===== config.mk =====
export PLATFORM = sky130hd
export DESIGN_NAME = code_lock_fsm
export DESIGN_NICKNAME = d
export VERILOG_FILES = /design/src/rtl/code_lock_pkg.sv /design/src/rtl/press_detect.sv /design/src/rtl/code_lock_fsm.sv
export SDC_FILE = /design/constraint.sdc
export NUM_CORES = 1
export LEC_CHECK = 0
export ABC_AREA = 0
export CAP_MARGIN = 5
export CORE_AREA = 2 2 60 62
export CTS_CLUSTER_SIZE = 12
export DETAILED_ROUTE_END_ITERATION = 10
export DIE_AREA = 0 0 62 64
export PLACE_DENSITY = 0.82
export RECOVER_POWER = 50
export SLEW_MARGIN = 20
export SYNTH_ARGS = -nofsm -noshare
export SYNTH_HDL_FRONTEND = slang
export SYNTH_SLANG_ARGS = --single-unit

===== constraint.sdc =====
create_clock -name Clk -period 4.02 [get_ports Clk]
set_input_delay 0.804 -clock Clk [delete_from_list [all_inputs] [get_ports Clk]]
set_output_delay 0.804 -clock Clk [all_outputs]
set_load 0.005 [all_outputs]

===== src/rtl/code_lock_pkg.sv =====
// Shared types and helpers for the sequence-code lock.
package code_lock_pkg;

  typedef enum logic [2:0] {
    IDLE    = 3'd0,
    ARMED   = 3'd1,
    MATCH   = 3'd2,
    FAIL    = 3'd3,
    LOCKOUT = 3'd4
  } state_e;

  localparam int unsigned NO_PRESS   = 0;
  localparam int unsigned MAX_SYM_W  = 8;
  localparam int unsigned MAX_CODE_W = 128;

  // Symbol idx of a code vector; symbol 0 sits in the most significant bits.
  function automatic logic [MAX_SYM_W-1:0] sym_at(
    input logic [MAX_CODE_W-1:0] code,
    input int unsigned           idx,
    input int unsigned           code_len,
    input int unsigned           sym_w
  );
    logic [MAX_CODE_W-1:0] shifted;
    logic [MAX_SYM_W-1:0]  mask;
    shifted = code >> ((code_len - 1 - idx) * sym_w);
    mask    = (MAX_SYM_W'(1) << sym_w) - MAX_SYM_W'(1);
    return MAX_SYM_W'(shifted) & mask;
  endfunction

endpackage


===== src/rtl/press_detect.sv =====
// Turns the debounced button level into a single-cycle press event on release->press.
module press_detect
  import code_lock_pkg::*;
#(
  parameter int unsigned SYM_W = 3
) (
  input  logic             Clk,
  input  logic             Reset,
  input  logic [SYM_W-1:0] in_i,
  output logic             press_c_o,
  output logic [SYM_W-1:0] sym_c_o
);

  logic [SYM_W-1:0] in_q;

  always_ff @(posedge Clk) begin
    if (Reset) begin
      in_q <= '0;
    end else begin
      in_q <= in_i;
    end
  end

  // Moving between two nonzero values without release is not a new press.
  assign press_c_o = (in_i != SYM_W'(NO_PRESS)) && (in_q == SYM_W'(NO_PRESS));
  assign sym_c_o   = in_i;

endmodule


===== src/rtl/code_lock_fsm.sv =====
// Sequence-code lock: matches a programmable code of button symbols after a start
// request, with failure counting, timed lockout and an inter-press timeout.
module code_lock_fsm
  import code_lock_pkg::*;
#(
  parameter int unsigned                    SYM_W        = 3,
  parameter int unsigned                    CODE_LEN     = 4,
  parameter logic [CODE_LEN*SYM_W-1:0]      DEFAULT_CODE = {3'b100, 3'b010, 3'b001, 3'b100},
  parameter int unsigned                    MAX_FAIL     = 3,
  parameter int unsigned                    LOCK_CYCLES  = 16,
  parameter int unsigned                    IDLE_TIMEOUT = 64
) (
  input  logic                      Clk,
  input  logic                      Reset,
  input  logic                      S,
  input  logic [SYM_W-1:0]          In,
  input  logic                      ProgEn,
  input  logic [CODE_LEN*SYM_W-1:0] ProgData,
  output logic                      U,
  output logic                      Fail,
  output logic                      Locked,
  output logic                      Busy
);

  localparam int unsigned CODE_W  = CODE_LEN * SYM_W;
  localparam int unsigned IDX_W   = $clog2(CODE_LEN);
  localparam int unsigned TMR_MAX = (IDLE_TIMEOUT > LOCK_CYCLES) ? IDLE_TIMEOUT : LOCK_CYCLES;
  localparam int unsigned TMR_W   = $clog2(TMR_MAX + 1);
  localparam int unsigned FCNT_W  = $clog2(MAX_FAIL + 1);

  state_e              state_q, state_d;
  logic [CODE_W-1:0]   code_q, code_d;
  logic [IDX_W-1:0]    idx_q, idx_d;
  logic [TMR_W-1:0]    tmr_q, tmr_d;
  logic [FCNT_W-1:0]   fcnt_q, fcnt_d;
  logic                u_q, fail_q, locked_q, busy_q;

  logic                press_c;
  logic [SYM_W-1:0]    sym_c;
  logic [SYM_W-1:0]    exp_sym_c;
  logic [TMR_W-1:0]    tmr_inc_c;
  logic [FCNT_W-1:0]   fcnt_inc_c;

  press_detect #(
    .SYM_W (SYM_W)
  ) u_press_detect (
    .Clk       (Clk),
    .Reset     (Reset),
    .in_i      (In),
    .press_c_o (press_c),
    .sym_c_o   (sym_c)
  );

  assign exp_sym_c  = SYM_W'(sym_at(MAX_CODE_W'(code_q), 32'(idx_q), CODE_LEN, SYM_W));
  assign tmr_inc_c  = (tmr_q == '1) ? tmr_q : tmr_q + TMR_W'(1);
  assign fcnt_inc_c = fcnt_q + FCNT_W'(1);

  // Next-state and datapath updates.
  always_comb begin
    state_d = state_q;
    code_d  = code_q;
    idx_d   = idx_q;
    tmr_d   = tmr_q;
    fcnt_d  = fcnt_q;
    case (state_q)
      IDLE: begin
        if (ProgEn) begin
          code_d = ProgData;
        end else if (S) begin
          state_d = ARMED;
          idx_d   = '0;
          tmr_d   = '0;
        end
      end
      ARMED: begin
        // A press on the timeout cycle is evaluated instead of timing out.
        if (press_c) begin
          if (sym_c != exp_sym_c) begin
            state_d = FAIL;
          end else if (idx_q == IDX_W'(CODE_LEN - 1)) begin
            state_d = MATCH;
          end else begin
            idx_d = idx_q + IDX_W'(1);
            tmr_d = '0;
          end
        end else if (tmr_q == TMR_W'(IDLE_TIMEOUT - 1)) begin
          state_d = FAIL;
        end else begin
          tmr_d = tmr_inc_c;
        end
      end
      MATCH: begin
        fcnt_d  = '0;
        state_d = IDLE;
      end
      FAIL: begin
        if (fcnt_inc_c == FCNT_W'(MAX_FAIL)) begin
          state_d = LOCKOUT;
          tmr_d   = '0;
          fcnt_d  = '0;
        end else begin
          fcnt_d  = fcnt_inc_c;
          state_d = IDLE;
        end
      end
      LOCKOUT: begin
        if (tmr_q == TMR_W'(LOCK_CYCLES - 1)) begin
          state_d = IDLE;
        end else begin
          tmr_d = tmr_inc_c;
        end
      end
      default: begin
        state_d = IDLE;
      end
    endcase
  end

  // Outputs are registered from the next state so they track the state register exactly.
  always_ff @(posedge Clk) begin
    if (Reset) begin
      state_q  <= IDLE;
      code_q   <= DEFAULT_CODE;
      idx_q    <= '0;
      tmr_q    <= '0;
      fcnt_q   <= '0;
      u_q      <= 1'b0;
      fail_q   <= 1'b0;
      locked_q <= 1'b0;
      busy_q   <= 1'b0;
    end else begin
      state_q  <= state_d;
      code_q   <= code_d;
      idx_q    <= idx_d;
      tmr_q    <= tmr_d;
      fcnt_q   <= fcnt_d;
      u_q      <= (state_d == MATCH);
      fail_q   <= (state_d == FAIL);
      locked_q <= (state_d == LOCKOUT);
      busy_q   <= (state_d == ARMED);
    end
  end

  assign U      = u_q;
  assign Fail   = fail_q;
  assign Locked = locked_q;
  assign Busy   = busy_q;

endmodule

==> results.yml, run 1 <==
# synthesis and place-and-route metrics
status:
  outcome: "finished clean"
critical_path:
  r2r_setup_slack_ns: 0.87
  r2r_start: "idx_q[1]$_SDFFE_PP0P_"
  crit_path_end_kind: "flop"
  crit_end: "tmr_q[4]$_SDFFE_PP0P_"
  start_kind: "input port"
  crit_fanout: 10
global_routing:
  met1_usage_pct: 28.9
  grt_antenna_before_repair: 0
  grt-ovfl-total: 0
power_and_ir_drop:
  powerDensity_nw_per_um2: 292
  pwr-share-clk_pct: 28.1
  pg_seq_mw: 0.352
synthesis:
  edf_count: 0
  synth_area_um2: 1890
  area_leaders: "dfxtp_1 35%, nand2_1 8.1%, a21oi_1 5.0%, mux2i_1 3.7%, mux4_2 3.6%"
  synthAdderAreaFrac_pct: 3.31
  async_flop_share_pct: 0
placement:
  dp_cells: 279
  io_buffers: 22
  finalWeightedCongestion: 0.836
finish:
  top_register: "code_q"
  buf_share_pct: 10.7
  nClkBuffers: 8
  antenna_cells: 0
sta:
  setup_slack_ns: 0.828
  setup_viol: 0
clock_tree:
  cts_tree: "built"
  clk_pin_slew_ns: 0.09
flow_run:
  warnings: 29
hold_path:
  whs_endpoint: "code_q[1]$_SDFFE_PP0P_"
routing:
  via_per_inst: 5.81
floorplanning:
  core-area_um2: 3280
**Run 1: clock routing**

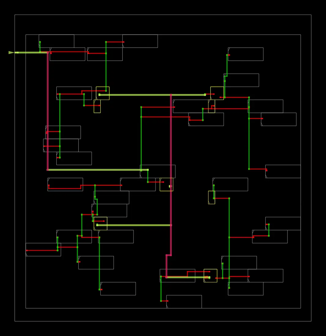
Clk. pwr: 0.178 mW
Flops: 33
Skew-Pair Late Insertion Delay: 0.34 ns
CTS sink count: 33
clk_skew: 0.00703 ns

**Run 1: signal wires on met2**

Drawn at 6 px/um. Cells faint in the background.
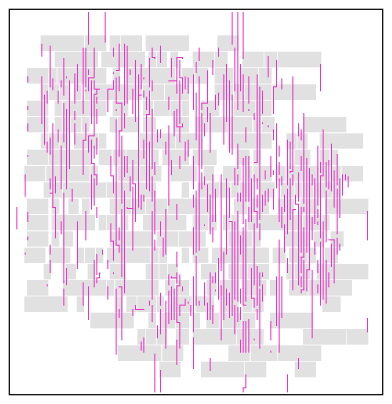
nets with wire on the layer: 208
longest straight run: 28.9 um

**Run 1: close-up of the layout**

Region (36, 38) to (56, 58) um. Cells in grey, sequential cells in the stronger grey; small squares are vias.
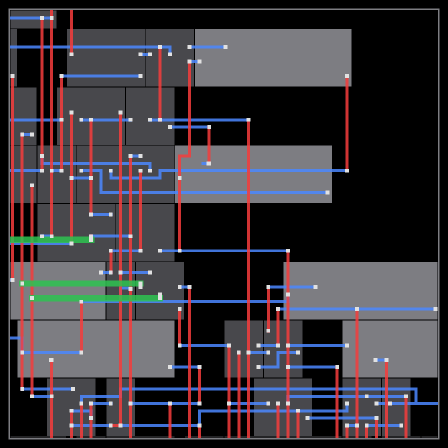
| layer | colour |
|---|---|
| met3 | green |
| met1 | blue |
| met2 | red |
netlist names of flops here include: `tmr_q` (3), `u_press_detect.in_q` (3)
cells with their middle in the window: 23
most frequent: dfxtp_1 (6), nor2b_1 (2), clkdlybuf4s50_1 (2)
sequential cells in the window: 6

--- run 2 (diff from run 1) ---
Settings changed: CORE_AREA 2 2 60 62 to 2 2 65 67, DIE_AREA 0 0 62 64 to 0 0 67 69, PLACE_DENSITY 0.82 to 0.74.
Clock period 4.02 ns to 2.69 ns, I/O delays scaled along.
**Run 2: signal wires on met2**

Drawn at 6 px/um. Cells faint in the background.
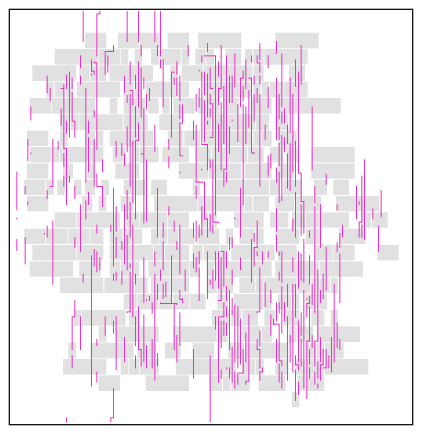
nets with wire on the layer: 223
share of all routed wire: 43%
main direction: vertical
DRT Wirelength: 4150 um
routed via count: 1707
GRT met2 Usage: 28.1%

==> results.yml, run 2 <==
# synthesis and place-and-route metrics
status:
  outcome: "finished clean"
critical_path:
  start_kind: "flop"
  crit_end: "tmr_q[4]$_SDFFE_PP0P_"
  r2r_setup_slack_ns: 0.07
  r2r_start: "idx_q[1]$_SDFFE_PP0P_"
clock_tree:
  clk_pin_slew_ns: 0.07
  cts_num_sinks: 33
  cts_tree: "built"
finish:
  nClkBuffers: 7
  seq_cell_count: 33
  top_register: "code_q"
placement:
  dp_cells: 300
  io_buffers: 22
routing:
  via_per_inst: 5.54
power_and_ir_drop:
  powerDensity_nw_per_um2: 497
  pwr-share-clk_pct: 40.8
  p_clk_mw: 0.485
sta:
  setup_viol: 0
  fin_skew_ns: 0.00815
  setup_slack_ns: 0.0727
global_routing:
  met1_usage_pct: 28.9
  grt-ovfl-total: 0
flow_run:
  warnings: 29
synthesis:
  synthAdderAreaFrac_pct: 3.31
  async_flop_share_pct: 0
hold_path:
  whs_endpoint: "code_q[0]$_SDFFE_PP0P_"
**Run 2: wires at chosen ports, followed through buffers**

Drawn at 6 px/um.
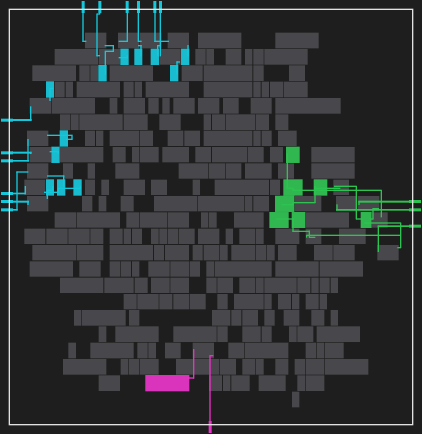
| port | colour | bits | direction | edge | end cells | buffers | wire |
|---|---|---|---|---|---|---|---|
| `In` | green | 3 | input | right | 7 | 6 | 120 um |
| `ProgData` | cyan | 12 | input | 6 left, 6 top | 12 | 12 | 112 um |
| `Fail` | magenta | 1 | output | bottom | 1 | 1 | 17.2 um |

No activity file was given, so power comes from the tool's default toggle rates.
